**src/rtl/stream_serializer_async.sv**
```systemverilog
// Width down-converter: one OUT_WIDTH*RATIO-bit word in, RATIO OUT_WIDTH-bit beats out, last beat flagged.
// Latency: a word accepted at edge N presents beat 0 right after edge N; words stream back to back with no bubbles.
// Backpressure: a one-word holding register absorbs stalls; in_ready is registered-only (no out_ready->in_ready path).
// Build option: define STREAM_SERIALIZER_MSB_FIRST_EN to emit the most-significant slice first (default is LSB first).
module stream_serializer_async #(
  parameter int OUT_WIDTH = 8,
  parameter int RATIO     = 4   // must be >= 2
) (
  input  logic                           clk,
  input  logic                           reset,
  input  logic [OUT_WIDTH*RATIO-1:0]     in_data,
  input  logic                           in_valid,
  output logic                           in_ready,
  output logic [OUT_WIDTH-1:0]           out_data,
  output logic                           out_valid,
  input  logic                           out_ready,
  output logic                           out_last
);

  localparam int BEAT_W = $clog2(RATIO);
  localparam logic [BEAT_W-1:0] LAST_BEAT = BEAT_W'(RATIO - 1);

  // 2'b00 is deliberately unused so a corrupted register is decodable as illegal.
  typedef enum logic [1:0] {
    ST_EMPTY = 2'b01,  // nothing held
    ST_BUSY  = 2'b10,  // cur held, pend empty
    ST_FULL  = 2'b11   // cur and pend both held
  } state_t;

  // A word viewed as RATIO slices, slice 0 being the least-significant bits.
  typedef logic [RATIO-1:0][OUT_WIDTH-1:0] word_t;

  state_t            state;
  state_t            state_nxt;
  word_t             cur;
  word_t             pend;
  logic [BEAT_W-1:0] beat;
  logic [BEAT_W-1:0] beat_sel;
  logic              past_reset;

  logic rx;
  logic tx;
  logic last_tx;
  logic load_cur_in;
  logic load_cur_pend;
  logic load_pend;

  // Handshake events and the datapath actions they trigger in each state.
  assign rx            = in_valid && in_ready;
  assign tx            = out_valid && out_ready;
  assign last_tx       = tx && (beat == LAST_BEAT);
  assign load_cur_in   = rx && ((state == ST_EMPTY) || ((state == ST_BUSY) && last_tx));
  assign load_cur_pend = (state == ST_FULL) && last_tx;
  assign load_pend     = rx && (state == ST_BUSY) && !last_tx;

  // Holds in_ready low from reset assertion until the first edge after reset is released.
  always_ff @(posedge clk or posedge reset) begin
    if (reset) begin
      past_reset <= 1'b1;
    end else begin
      past_reset <= 1'b0;
    end
  end

  // State register; asynchronous reset drops out_valid immediately.
  always_ff @(posedge clk or posedge reset) begin
    if (reset) begin
      state <= ST_EMPTY;
    end else begin
      state <= state_nxt;
    end
  end

  // Next-state decode from the input/output handshakes.
  always_comb begin
    state_nxt = state;
    case (state)
      ST_EMPTY: begin
        if (rx) begin
          state_nxt = ST_BUSY;
        end
      end
      ST_BUSY: begin
        if (rx && !last_tx) begin
          state_nxt = ST_FULL;
        end else if (!rx && last_tx) begin
          state_nxt = ST_EMPTY;
        end
      end
      ST_FULL: begin
        // rx cannot happen here because in_ready is low.
        if (last_tx) begin
          state_nxt = ST_BUSY;
        end
      end
      default: begin
        state_nxt = ST_EMPTY;
      end
    endcase
  end

  // Beat index: cleared only by a word load, advanced by non-final beats, never wraps on its own.
  always_ff @(posedge clk or posedge reset) begin
    if (reset) begin
      beat <= '0;
    end else if (load_cur_in || load_cur_pend) begin
      beat <= '0;
    end else if (tx && !last_tx) begin
      beat <= beat + BEAT_W'(1);
    end
  end

  // Word storage is not reset; its content is only observed while out_valid is high.
  always_ff @(posedge clk) begin
    if (load_cur_in) begin
      cur <= in_data;
    end else if (load_cur_pend) begin
      cur <= pend;
    end
    if (load_pend) begin
      pend <= in_data;
    end
  end

  // Map the beat index to the slice to emit; order is a build-time choice.
  always_comb begin
`ifdef STREAM_SERIALIZER_MSB_FIRST_EN
    beat_sel = LAST_BEAT - beat;
`else
    beat_sel = beat;
`endif
  end

  // Output decode; in_ready depends only on registers.
  always_comb begin
    out_valid = (state != ST_EMPTY);
    out_last  = (state != ST_EMPTY) && (beat == LAST_BEAT);
    in_ready  = (state != ST_FULL) && !past_reset;
    out_data  = cur[beat_sel];
  end

endmodule

```
**config.mk**
```make
export PLATFORM = sky130hd
export DESIGN_NAME = stream_serializer_async
export DESIGN_NICKNAME = d
export VERILOG_FILES = /design/src/rtl/stream_serializer_async.sv
export SDC_FILE = /design/constraint.sdc
export NUM_CORES = 1
export LEC_CHECK = 0
export ABC_AREA = 0
export CAP_MARGIN = 25
export CORE_MARGIN = 8
export CORE_UTILIZATION = 32
export CTS_BUF_LIST = sky130_fd_sc_hd__clkbuf_4 sky130_fd_sc_hd__clkbuf_8
export DETAILED_ROUTE_END_ITERATION = 12
export GPL_TIMING_DRIVEN = 0
export PLACE_DENSITY = 0.59
export SETUP_SLACK_MARGIN = 0.15
export SYNTH_ARGS = -nofsm -noshare
export SYNTH_HDL_FRONTEND = slang
export SYNTH_SLANG_ARGS = --single-unit
```
**constraint.sdc**
```tcl
create_clock -name clk -period 6 [get_ports clk]
set_clock_uncertainty 0.1 [all_clocks]
set_input_delay 1.5 -clock clk [delete_from_list [all_inputs] [get_ports clk]]
set_output_delay 1.5 -clock clk [all_outputs]
set_load 0.02 [all_outputs]
```
==> changes_impl.md, run 1 <==
### Metrics

* Status: completed
* Hold Buf Count CTS at 0
* Sw frac at 26.6%
* Number of post-CTS setup repair buffers at 0
* Clock buffer count from CTS at 9
* Max-slew violations at 0
* Switching power total at 381 uW
* Dpl cells at 298
* First-pass GRT wire length at 8.09 mm
* Total negative slack at 0 ps
* Row Count at 34
* RSZ-0062 raised after global routing: no
* Wire per inst at 16.5 um
* CP max FO at 10
* Initial DRC count at roughly 90
* Share of cells above drive strength 1 at 29.3%
* Synthesized net count at 181
* Pre-CTS setup slack at roughly 2400 ps
* # port buffers at between 40 and 50
* Post-Route WL at a little over 5 mm
* Setup violators final at 0
* Netlist Area Pre-Place at 2830 um2
* Leak Pwr at between 0.001 and 0.0015 uW
* Initial antenna violation count at 0
* Logic area at 728 um2
* Clock transition at path regs at 70 ps
* DRT antenna net count at 0
* Initial Utilization at 32.8%
* Horiz. Die Dim at 110 um
* GP Congestion at 0.723
* Max-Cap Viols at 0
* Root Driver: clkbuf_8
* Dpl hpwl at 3.46 mm
* Worst setup EP type: output pin
* Critical Path RT at 4400 ps
* Data arrival, critical path at 2120 ps
* Synth warn at 0
* FF+latch area at 2050 um2
* Largest net degree at the start of global routing at 33
* # nets final at 238
* Crit Path Category: reg -> out
* Commonest Layout Cell: edfxtp_1
* Fin crit share at between 60 and 70%
* Commonest non-fill, non-tap cells in the layout: 64 x edfxtp_1, 46 x clkdlybuf4s50_1, 28 x mux2_2, 9 x clkbuf_8, 8 x mux4_2
* Congestion Overflow GR at 0
* Yosys chip area at around 2800 um2
* Synth cell types at 30
* Peak supply drop at between 0.0001 and 0.00015 V
* Final WS setup at between 2000 and 2500 ps
* # Cells Yosys at 144
* Min Hold Slack at 431 ps
* Core area at 8640 um2
* Seq share, synth at between 70 and 80%
* Clk_lat worst skew at 330 ps
* Count of tool warnings at 26
* Chip Height at 110 um
* CP Launch Type: flip-flop
* ANT cells at 0
* Post-route minimum period at 3720 ps
* Clock buffer depth at 2
* First-pass iteration count of the detailed router at 4
* Avg Synthesized Cell Area at 19.7 um2
* CTS tree: done
* Final hold vios at 0
* Flop pwr share at between 40% and 50%
* Die area at 12100 um2
* Cell count after synthesis at roughly 140
* Power Density at 393 nW/um2
* Normalized max-slew margin at a little under half
* Int Pwr at about 1000 uW
* I/O pins at 47
* #FFs+latches synth at ~69
* Vias in the first global route at 1519
* Hold crit path type: reg -> reg
* Via density at 4.64
* Comb pwr share at a little over a quarter
* Total vias in the final route at around 1500
* Clk sinks at 69
* Number of remaining DRC errors at 0
* Clock Power Share at 28.0%
* Least-Margin Pin Slew at 815 ps
* H-Tree Depth at 3
* Total GRT Usage at 9.24%
* P&R area growth vs syn at 28.4%
* Fmax at approximately 0.27 GHz
* CTS resizes at 0
-- run 1: worst paths after layout --
kind,start,cells past startpoint,slack [ps],to
hold / removal,pend[5]$_DFFE_PP_,1,430,cur[5]$_DFFE_PP_
setup reg to reg,state[0]$_DFFE_PP1P_,4,3820,cur[29]$_DFFE_PP_
max in group asynchronous,reset,2,4290,past_reset$_DFF_PP1_
hold reg to reg,pend[5]$_DFFE_PP_,1,430,cur[5]$_DFFE_PP_
setup / recovery,beat[0]$_DFFE_PP0P_,3,2280,out_data[4]
min in group asynchronous,reset,2,1270,state[1]$_DFFE_PP0P_
-- run 1: state kept, by name (all words and copies together), names as in the netlist --
signal and flops:
state 2, past_reset 1, pend 32, beat 2, cur 32
-- run 1: routing by layer --
layer / track usage, % / wire [um] / vias to the layer above
met1: 11.2 / 2340 / 718
met3: 3.26 / 309 / 7
met2: 14.3 / 2440 / 36
li1: - / - / 690
met4: 4.92 / 77 / 0
met5: 0 / 0 / -
-- run 1: stage by stage --
| stage | power, uW | util [%] | cell area (um2) |
|---|---|---|---|
| 6_report | 1430 | 42.1 | 3630 |
| 5_1_grt | 1500 | 42.1 | 3630 |
| 4_1_cts | 1450 | 42.1 | 3630 |
| 3_5_place_dp | 1050 | 39.7 | 3430 |
| 3_3_place_gp | 1050 | 39.7 | 3430 |
| 2_1_floorplan | 891 | - | 2830 |
-- run 1: Yosys cell counts (all sizes together) --
cell type	instances	area share, %
inv	3	0.40
nor2	2	0.27
or2	1	0.22
o211a	1	0.35
or3b	1	0.31
a21oi	3	0.53
and4b	1	0.35
nand2b	2	0.44
and4	1	0.31
nand3	1	0.18
nor3	1	0.18
dfstp	2	1.9
and2	1	0.22
mux4	8	6.4
ha	1	0.44
o21ai	3	0.93
conb	1	0.13
mux2	32	13
and2b	2	0.62
dfrtp	3	2.7
a211oi	2	0.53
edfxtp	64	68
or3	2	0.44
nand2	1	0.13
buf	5	1.5
-- run 1: power groups by stage --
stage / clock network, uW / logic, uW / registers, uW
after global routing: 431 / 423 / 647
after floorplan: 0 / 248 / 643
after detailed placement: 0 / 399 / 651
final: 400 / 390 / 640
after CTS: 411 / 403 / 641
after global placement: 0 / 397 / 650
-- run 1: layout make-up --
| cell class | count | area share [%] |
|---|---|---|
| sequential | 69 | 56.4 |
| multi-input combinational | 67 | 20.0 |
| timing repair buffer | 46 | 12.7 |
| tap | 108 | 3.72 |
| clock buffer | 10 | 3.61 |
| clock inverter | 5 | 2.10 |
| buffer | 5 | 1.17 |
| inverter | 3 | 0.310 |
-- run 1: critical path, cell delays in order (launching register included) --
cell             delay (ps)
dfrtp_1                 340
buf_2                   320
mux4_2                  570
clkdlybuf4s50_1         560
-- run 1: kinds of logic (layout without fill, tap and decap cells) --
logic type                 count (synthesis)  after routing  synth area share (%)
other                                      1              1                 0.132
AOI/OAI and AO/OA                          9              9                  2.34
buffers and inverters                      8             69                  1.90
and+or+nand+nor                           16             16                  3.67
DFF                                       69             69                  72.4
muxes                                     40             40                  19.1
adders and majority gates                  1              1                 0.442
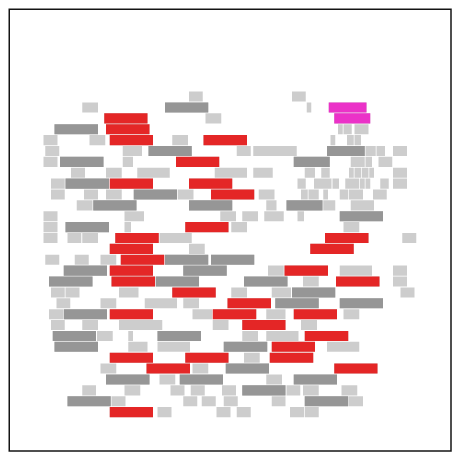
Fig. 1. Register map, names as in the netlist (run 1).
Drawn at 4 px/um. Other sequential cells in the stronger grey, the rest of the logic in the fainter grey.
colour	netlist name	placed flops
magenta	`state`	2
red	`cur`	32
not coloured	35
Final Util: 42.1%
sequential power: 640 uW

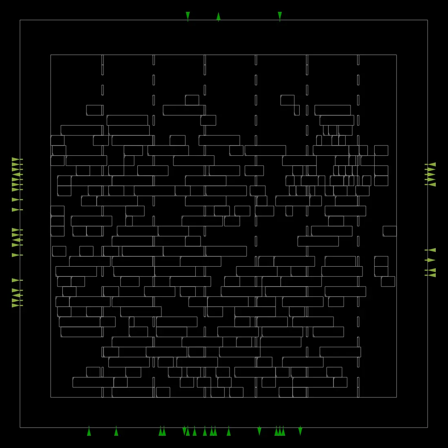
Fig. 2. Cell outlines without signal wires (run 1).
Seq/total area: 56.4%
flop count: 69
Non-Filler Instances: 313
FILL cells: 792

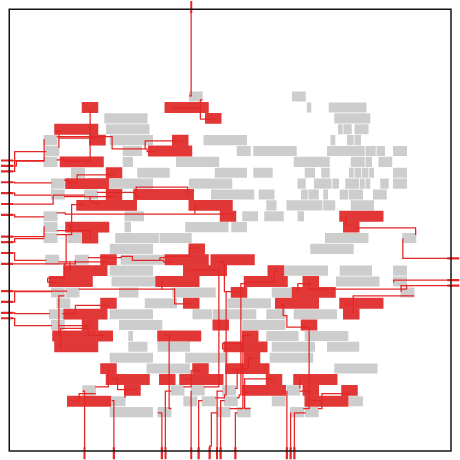
Fig. 3. Port wiring (run 1).
Drawn at 4 px/um.
colour	port	bits	direction	edge	end cells	buffers	wire
red	`in_data`	32	input	15 left, 13 bottom, 3 right, 1 top	64	32	1160 um

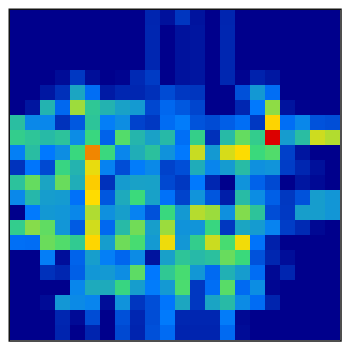
Fig. 4. Routed metal per tile (run 1).
Drawn at 3 px/um. The die is cut into 22 by 22 equal tiles; dark blue is low, red is high, scaled to the fullest tile. Values are wire area over tile area, all layers added.
emptiest ninth of the die	top right
mean over tiles	0.067
tiles over half the peak	8.5%
nearly empty tiles	33%
fullest tile	0.35
densest ninth of the die	left middle

--- run 2 (diff from run 1) ---
--- a/config.mk
+++ b/config.mk
@@ -12,7 +12,7 @@
 export CTS_BUF_LIST = sky130_fd_sc_hd__clkbuf_4 sky130_fd_sc_hd__clkbuf_8
 export DETAILED_ROUTE_END_ITERATION = 12
 export GPL_TIMING_DRIVEN = 0
-export PLACE_DENSITY = 0.59
+export PLACE_DENSITY = 0.6
 export SETUP_SLACK_MARGIN = 0.15
 export SYNTH_ARGS = -nofsm -noshare
 export SYNTH_HDL_FRONTEND = slang
==> constraint.sdc (replaced) <==
create_clock -name clk -period 3.05 [get_ports clk]
set_clock_uncertainty 0.1 [all_clocks]
set_input_delay 0.7625 -clock clk [delete_from_list [all_inputs] [get_ports clk]]
set_output_delay 0.7625 -clock clk [all_outputs]
set_load 0.02 [all_outputs]
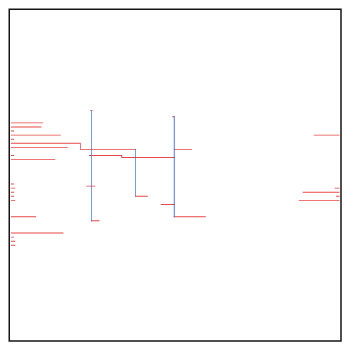
Fig. 5. Routed metal, one colour a layer (run 2).
Drawn at 3 px/um. Two of the layers only.
colour	layer	wire length
blue	M4	85.7 um
red	M3	242 um
Post-Route WL: 5.27 mm
Total GRT Usage: 9.34%
wire per inst: 16.8 um

==> changes_impl.md, run 2 <==
### Metrics

* Congestion Overflow GR at 0 (unchanged)
* Vias in the first global route at 1636 (+7.7%)
* Chip Height at 110 um (unchanged)
* Die area at 12100 um2 (unchanged)
* CP max FO at 7 (-3)
* Fmax at 0.360 GHz
* Fin crit share at 91.0%
* Initial DRC count at 40 (-56%)
* Top-count cell post-synth: edfxtp_1
* First-pass iteration count of the detailed router at 4 (unchanged)
* Synth async-reset ratio at 7.25% (unchanged)
* RSZ-0062 raised after global routing: no
* Via density at 4.67 (+0.64%)
* Row Count at 34 (unchanged)
* Synth cell types at 30 (unchanged)
* Leak Pwr at 0.00125 uW (+2.3%)
* Met2 routed WL at 2.53 mm (+3.9%)
* Top cells by area: edfxtp_1 68%, mux2_2 11%, mux4_2 6.4%
* Avg Synthesized Cell Area at 19.7 um2 (unchanged)
* P&R area growth vs syn at 29.1%
* Total vias in the final route at 1465 (+0.96%)
* Synthesized net count at 181 (unchanged)
* I/O pins at 47 (unchanged)
* Status: completed
* Met1 Wirelength at 2.41 mm (+2.9%)
* Final Util at 42.3% (+0.22 points)
* Number of post-CTS setup repair buffers at 0 (unchanged)
* Max-Cap Viols at 0 (unchanged)
* # nets final at 238 (unchanged)
* Clock buffer count from CTS at 9 (unchanged)
* Dpl hpwl at 3.55 mm (+2.4%)
* Root Driver: clkbuf_8
* Dominant cell area share at 67.9% (unchanged)
* Netlist Area Pre-Place at 2830 um2 (unchanged)
* Met3 WL at 242 um (-22%)
* #FFs+latches synth at 69 (unchanged)
* Hold crit path type: reg -> reg
* Cell count after synthesis at 144 (unchanged)
* Data arrival, critical path at 1910 ps (-210 ps)
* Largest regs: cur: 32 flops, pend: 32 flops
* Count of tool warnings at 26 (unchanged)
* Peak supply drop at 0.000308 V (+110%)
* Normalized max-slew margin at 43.3% (-2.4 points)
* Clock transition at path regs at 70 ps (about the same)
* Clk sinks at 69 (unchanged)
* DRT antenna net count at 0 (unchanged)
* Setup violators final at 0 (unchanged)
* Synth warn at 0 (unchanged)
* # port buffers at 46 (unchanged)
* Commonest non-fill, non-tap cells in the layout: 64 x edfxtp_1, 38 x clkdlybuf4s50_1, 28 x mux2_2, 9 x clkbuf_8
* ANT cells at 0 (unchanged)
* Hold Buf Count CTS at 0 (unchanged)
* H-Tree Depth at 3 (unchanged)
* Max-slew violations at 0 (unchanged)
* Least-Margin Pin Slew at 851 ps (+35.6 ps)
* Initial antenna violation count at 0 (unchanged)
* Share of cells above drive strength 1 at 29.1% (-0.14 points)
* Commonest Layout Cell: edfxtp_1
* Seq share, synth at 72.4% (unchanged)
* Yosys chip area at 2830 um2 (unchanged)
* Min Hold Slack at 429 ps (-1.59 ps)
* CP Launch Type: flip-flop
* Clk_lat worst skew at 330 ps (about the same)
==> run 2: cell counts after synthesis <==
No cell type changed its count.
==> run 2: cell families (layout without fill, tap and decap cells) <==
kind of cell               Yosys count  in the layout  share of synthesized area [%]
AOI/OAI and AO/OA                    9              9                           2.34
adders and majority gates            1              1                          0.442
buffers and inverters                8             70                           1.90
DFF                                 69             69                           72.4
muxes                               40             40                           19.1
other                                1              1                          0.132
and+or+nand+nor                     16             16                           3.67
==> run 2: cell type report <==
class                   instances  area [um2]
fillers                       761        4980
flip-flops and latches         69        2050
multi-input cells              67         728
repair buffers                 46         450
well taps                     108         135
clock buffers                  10         131
clock inverters                 6         101
plain buffers                   5        46.3
inverters                       3        11.3
==> run 2: report_power, final <==
group          total [uW]  internal (uW)  switching [uW]
combinational         731            353             378
sequential           1260           1210            49.4
clock                 870            544             326
==> run 2: per-stage QoR <==
step	setup TNS [ps]	area (um2)	total power, uW	instances	setup WS [ps]
finish	0	3650	2860	314	274
global route	0	3650	3000	314	175
CTS	0	3650	2910	314	238
detailed placement	0	3430	2070	298	207
global placement	-8610	3430	2060	298	-271
floorplan	0	2830	1750	144	692
==> run 2: path summary, 6_finish.rpt <==
check	endpoint	slack [ps]	cells past startpoint	from
setup / recovery	out_last	270	4	state[0]$_DFFE_PP1P_
hold / removal	cur[5]$_DFFE_PP_	430	1	pend[5]$_DFFE_PP_
setup reg to reg	cur[4]$_DFFE_PP_	890	4	state[0]$_DFFE_PP1P_
hold reg to reg	cur[5]$_DFFE_PP_	430	1	pend[5]$_DFFE_PP_
max in group asynchronous	past_reset$_DFF_PP1_	2080	2	reset
min in group asynchronous	beat[0]$_DFFE_PP0P_	530	2	reset
==> run 2: worst max-delay path, stage by stage (launching register included) <==
cell and delay, ps:
dfstp_2 600, and2b_4 210, inv_1 80, and2_1 170, clkdlybuf4s50_1 530
==> run 2: metal layers <==
layer  track usage [%]  up-vias
met1              11.3      728
met5                 0        -
li1                  -      694
met2              14.7       33
met3              2.97       10
met4              4.92        0
--- run 3 (diff from run 2) ---
--- a/config.mk
+++ b/config.mk
@@ -6,10 +6,10 @@
 export NUM_CORES = 1
 export LEC_CHECK = 0
 export ABC_AREA = 0
-export CAP_MARGIN = 25
+export CAP_MARGIN = 20
 export CORE_MARGIN = 8
 export CORE_UTILIZATION = 32
-export CTS_BUF_LIST = sky130_fd_sc_hd__clkbuf_4 sky130_fd_sc_hd__clkbuf_8
+export CTS_BUF_LIST = sky130_fd_sc_hd__clkbuf_2
 export DETAILED_ROUTE_END_ITERATION = 12
 export GPL_TIMING_DRIVEN = 0
 export PLACE_DENSITY = 0.6
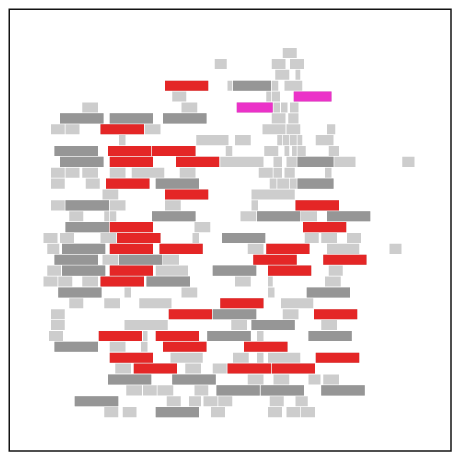
Fig. 6. Register map, names as in the netlist (run 3).
Drawn at 4 px/um. Other sequential cells in the stronger grey, the rest of the logic in the fainter grey.
colour	netlist name	placed flops
magenta	`state`	2
red	`cur`	32
sequential power: 1260 uW
Final Util: 41.6%
FF+latch area: 2050 um2

==> changes_impl.md, run 3 <==
### Metrics

* Power Density at 744 nW/um2
* First-pass iteration count of the detailed router at 4 (unchanged)
* Total vias in the final route at 1475 (+0.68%)
* Via density at 4.68 (+0.36%)
* Final hold vios at 0
* XORs/XNORs by Area at 0% (unchanged)
* Core area at 8640 um2
* Post-Route WL at 5.27 mm (about the same)
* Worst setup EP type: output pin
* P&R area growth vs syn at 26.9%
* Final WS setup at 241 ps (-32.5 ps)
* Cell taking the most area after synthesis: edfxtp_1
* FILL cells at 777 (+2.1%)
* Fin crit share at 92.1% (+1.1 points)
* Cell count after synthesis at 144 (unchanged)
* Initial DRC count at 49 (+23%)
* Dpl hpwl at 3.55 mm (unchanged)
* Die area at 12100 um2 (unchanged)
* #FFs+latches synth at 69 (unchanged)
* Clock buffer count from CTS at 9 (unchanged)
* Logic area at 728 um2 (unchanged)
* Top-count cell post-synth: edfxtp_1
* Largest net degree at the start of global routing at 33
* R2r endpoint: pend[25]$_DFFE_PP_
* CP max FO at 10 (+3)
* Fmax at 0.356 GHz (-1.2%)
* Top logic family: multiplexers
* Vias in the first global route at 1644 (+0.49%)
* Commonest Layout Cell: edfxtp_1
* Slowest cell delay on critical path at 550 ps (-50 ps)
* Ao+oa area frac at 2.34% (unchanged)
* H-Tree Depth at 3 (unchanged)
* Basic Gates by Area at 3.67% (unchanged)
* Post-route minimum period at around 2800 ps
* Synth warn at 0 (unchanged)
* Setup violators final at 0 (unchanged)
* Pre-CTS setup slack at 207 ps (unchanged)
* Data arrival, critical path at 1950 ps (+40 ps)
* Adder-cell share of the synthesized area at 0.442% (unchanged)
* Yosys chip area at 2830 um2 (unchanged)
* First-pass GRT wire length at roughly 8.3 mm
* # nets final at 239 (+0.42%)
* Horiz. Die Dim at 110 um
* CP Launch Type: flip-flop
* Wire per inst at 16.7 um (-0.34%)
* Hold crit path type: in -> async
* Share of cells above drive strength 1 at 29.5% (+0.34 points)
* Chip Height at 110 um (unchanged)
* Critical Path RT at 2190 ps
* Initial Utilization at 32.8%
* GP Congestion at 0.701
* Crit-path cells: buf_8 > mux4_2 > dlygate4sd2_1
* Number of remaining DRC errors at 0
* Min Hold Slack at 361 ps (-68.5 ps)
* Crit Path Category: reg -> out
* Clk_lat worst skew at 490 ps (+160 ps)
* Critical R2R Launch: beat[0]$_DFFE_PP0P_
* # port buffers at 46 (unchanged)
* FF-to-FF path depth at 4 (unchanged)
* Hold Buf Count CTS at 0 (unchanged)
* Dominant cell area share at 67.9% (unchanged)
* Initial antenna violation count at 0 (unchanged)
* Root Driver: clkbuf_2
* Synth cell types at 30 (unchanged)
* Clock buffer depth at 2
* CP bufs+invs at 2 (unchanged)
* Clk sinks at 69 (unchanged)
* Netlist Area Pre-Place at 2830 um2 (unchanged)
* Total GRT Usage at 9.38% (+0.037 points)
* Commonest cells in the synthesized netlist: 64 x edfxtp_1, 28 x mux2_2, 8 x mux4_2
* Status: completed
* Peak supply drop at 0.000304 V (-1.2%)
* CTS tree: done
* ANT cells at 0 (unchanged)
* Area fraction in mux cells at 19.1% (unchanged)
* Seq share, synth at 72.4% (unchanged)
* Row Count at 34 (unchanged)
* Avg Synthesized Cell Area at 19.7 um2 (unchanged)
* Synthesized net count at 181 (unchanged)
* Synth async-reset ratio at 7.25% (unchanged)
* Largest regs: cur: 32 flops, pend: 32 flops
* Max-Cap Viols at 0 (unchanged)
* Critical path's top delay family: multiplexers
* Least-Margin Pin Slew at 856 ps (+5.35 ps)
* I/O pins at 47 (unchanged)
* Count of tool warnings at 27 (+3.8%)
* Max-slew violations at 0 (unchanged)
* Commonest non-fill, non-tap cells in the layout: 64 x edfxtp_1, 36 x clkdlybuf4s50_1, 28 x mux2_2, 10 x clkbuf_2, 8 x mux4_2
* RSZ-0062 raised after global routing: yes
* DRT antenna net count at 0 (unchanged)
* Worst reg2reg setup slack at 840 ps (-50 ps)
* Post-synth EDFFs at 64
* Normalized max-slew margin at 42.9% (-0.36 points)
* Leak Pwr at 0.00123 uW (-1.3%)
* Clock transition at path regs at 180 ps (+110 ps)
* Max stage delay cell, worst path: mux4_2
* Main flop type: edfxtp_1
* # Cells Yosys at 144
* Top cells by area: edfxtp_1 68%, mux2_2 11%, mux4_2 6.4%
* Congestion Overflow GR at 0 (unchanged)
==> run 3: logic make-up (layout without fill, tap and decap cells) <==
group / Yosys count / after routing
compound gates: 9 / 9
fa+ha+maj: 1 / 1
buf+inv: 8 / 71
flops: 69 / 69
mux: 40 / 40
other cells: 1 / 1
simple gates: 16 / 16
==> run 3: worst max path at each step <==
| stage | cells past startpoint | endpoint | slack (ps) | startpoint |
|---|---|---|---|---|
| 5_1_grt | 3 | out_data[4] | 130 | beat[0]$_DFFE_PP0P_ |
| 2_1_floorplan | 2 | pend[0]$_DFFE_PP_ | 690 | in_valid |
| 6_report | 3 | out_data[4] | 240 | beat[0]$_DFFE_PP0P_ |
| 3_3_place_gp | 3 | pend[18]$_DFFE_PP_ | -270 | in_valid |
| 3_5_place_dp | 3 | pend[18]$_DFFE_PP_ | 210 | in_valid |
| 4_1_cts | 3 | out_data[4] | 160 | beat[0]$_DFFE_PP0P_ |
==> run 3: area by class of cell <==
| cell class | count | share of cell area, % |
|---|---|---|
| Buffer | 5 | 1.50 |
| Timing Repair Buffer | 47 | 12.9 |
| Inverter | 3 | 0.314 |
| Clock inverter | 6 | 2.82 |
| Clock buffer | 10 | 1.39 |
| Multi-Input combinational cell | 67 | 20.3 |
| Tap cell | 108 | 3.76 |
| Sequential cell | 69 | 57.1 |
==> run 3: what timing repair did <==
item | 4_1_cts | 5_1_grt
endpoints found under the setup margin | 9 | 9
setup buffers | 0 | 1
gates resized | 12 | 4
==> run 3: through the flow <==
stage | setup TNS, ps | std cells | instance area [um2] | total power [uW]
2_1_floorplan | 0 | 144 | 2830 | 1750
3_3_place_gp | -8610 | 298 | 3430 | 2060
3_5_place_dp | 0 | 298 | 3430 | 2070
4_1_cts | 0 | 314 | 3570 | 2700
5_1_grt | 0 | 315 | 3590 | 2820
6_report | 0 | 315 | 3590 | 2670
==> run 3: power breakdown <==
group	switching, uW	leakage (uW)	total [uW]	internal (uW)
Combinational	380	0.000503	749	369
Sequential	50.8	0.000637	1260	1210
Clock	310	0.0000886	660	350
==> run 3: per-layer routing <==
metal	vias to the layer above	share of wire [%]	track usage [%]
li1	693	-	-
met1	736	46	11.3
met2	35	48	14.7
met3	11	4.9	3.49
met4	0	1.4	4.05
met5	-	0	0
==> run 3: worst reg2reg max path, delay by kind of cell, from the launching register on <==
kind          cells  cell delay, ps
flops             1             430
buf+inv           1             140
simple gates      2             920
fa+ha+maj         1             230
Power is estimated from default activity; no workload was simulated.
